==> config.mk <==
export PLATFORM = sky130hd
export DESIGN_NAME = pc_seq
export DESIGN_NICKNAME = d
export VERILOG_FILES = /design/src/rtl/pc_seq.sv
export SDC_FILE = /design/constraint.sdc
export NUM_CORES = 1
export LEC_CHECK = 0
export CAP_MARGIN = 5
export CORE_AREA = 3 3 89 70
export DETAILED_ROUTE_END_ITERATION = 16
export DIE_AREA = 0 0 92 73
export GPL_TIMING_DRIVEN = 0
export PLACE_DENSITY_LB_ADDON = 0.08
export SETUP_SLACK_MARGIN = 0.4
export SLEW_MARGIN = 20
export SYNTH_ARGS = -nofsm -noshare
export SYNTH_HDL_FRONTEND = slang
export SYNTH_SLANG_ARGS = --single-unit
export TNS_END_PERCENT = 1
==> constraint.sdc <==
create_clock -name CLK -period 1.8 [get_ports CLK]
set_input_delay 0.45 -clock CLK [delete_from_list [all_inputs] [get_ports CLK]]
set_output_delay 0.45 -clock CLK [all_outputs]
set_load 0.02 [all_outputs]
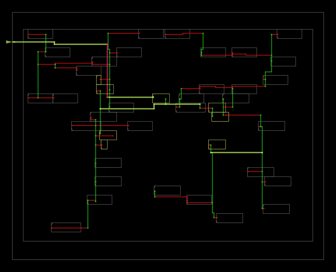
(clock routing)
worst skew pair latency: 280 ps
Seq cells: 34
Final Skew: 11.5 ps

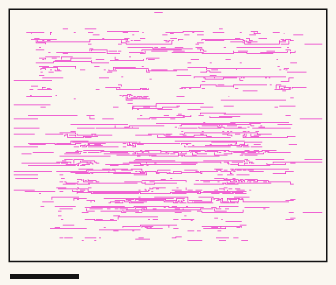
(signal wires on met1)
Bar = 20 um.
main direction = horizontal
wire length on this layer = 2,850 um
longest straight run = 26.7 um
share of all routed wire = 47%
nets with wire on the layer = 330
Total Wirelength: 6010 um
total vias in the final route: 2,059
met1 usage: 24.2%

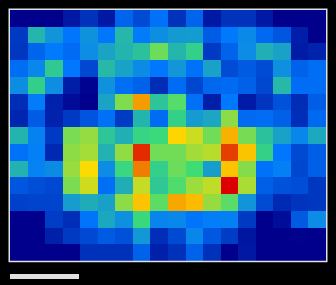
(wire density map)
Bar = 20 um. The die is cut into 18 by 15 equal tiles; dark blue is low, red is high, scaled to the fullest tile. Values are wire area over tile area, all layers added.
densest ninth of the die = middle
mean over tiles = 0.14
tiles over half the peak = 16%
fullest tile = 0.51
Total GRT Usage: 17.1%
wire per inst: 14.5 um

==> GITHUB_STEP_SUMMARY <==
## PnR job results

| Metric | Value |
|---|---|
| CP top delay family | buffers and inverters |
| Dpl ws | -995 ps |
| DRT Pass-1 Iters | 4 |
| H-Tree Depth | 2 |
| Most frequent cell after synthesis | nand2_1 |
| Slew Limit Fails | 0 |
| Max FO, Critical Path | 2 |
| Clock buffer depth | 2 |
| Largest net degree at the start of global routing | 11 |
| Final instance area | 0.00303 sq mm |
| First-pass GRT wire length | 9290 um |
| Synth cell types | 44 |
| Slew @ Worst Pin | 546 ps |
| Top logic family | simple AND/OR/NAND/NOR gates |
| Slowest stage delay, CP | 600 ps |
| Post-synth seq share | 36.7% |
| Max cap viols | 0 |
| Status | finished clean |
| Syn nets | 276 |
| Crit-path slowest cell | clkdlybuf4s50_1 |
| Share of cells above drive strength 1 | 21.3% |
| Most common logic cells in the final layout | nand2_1 (41), dlygate4sd2_1 (41), clkdlybuf4s50_1 (40) |
| Hold buffers post-CTS | 0 |
| Largest type area fraction | 36.7% |
| Adder Area Share | 0.675% |
| Area leader, netlist | dfxtp_1 |
| Crit start category | register |
layer usage:
layer  GRT usage, %  share of wire [%]
met5              0                  0
met4           2.47               0.25
met3           3.92                6.8
met2           27.3                 45
met1           24.2                 47
layout make-up:
| class | instances | area [sq um] |
|---|---|---|
| Clock buffer | 7 | 86.3 |
| Buffer | 33 | 240 |
| Clock inverter | 1 | 5.00 |
| Inverter | 5 | 18.8 |
| Timing Repair Buffer | 94 | 876 |
| Tap cell | 75 | 93.8 |
| Multi-Input combinational cell | 164 | 1010 |
| Sequential cell | 34 | 704 |
| Fill cell | 541 | 2320 |
power by group:
part	switching [W]	internal [W]	leakage, nW	total, W
Sequential	0.0000310	0.000785	0.285	0.000816
Clock	0.000277	0.000309	0.0482	0.000586
Combinational	0.000191	0.000196	0.962	0.000387
Power figures rest on the tool's default switching activity, not on a simulated workload.
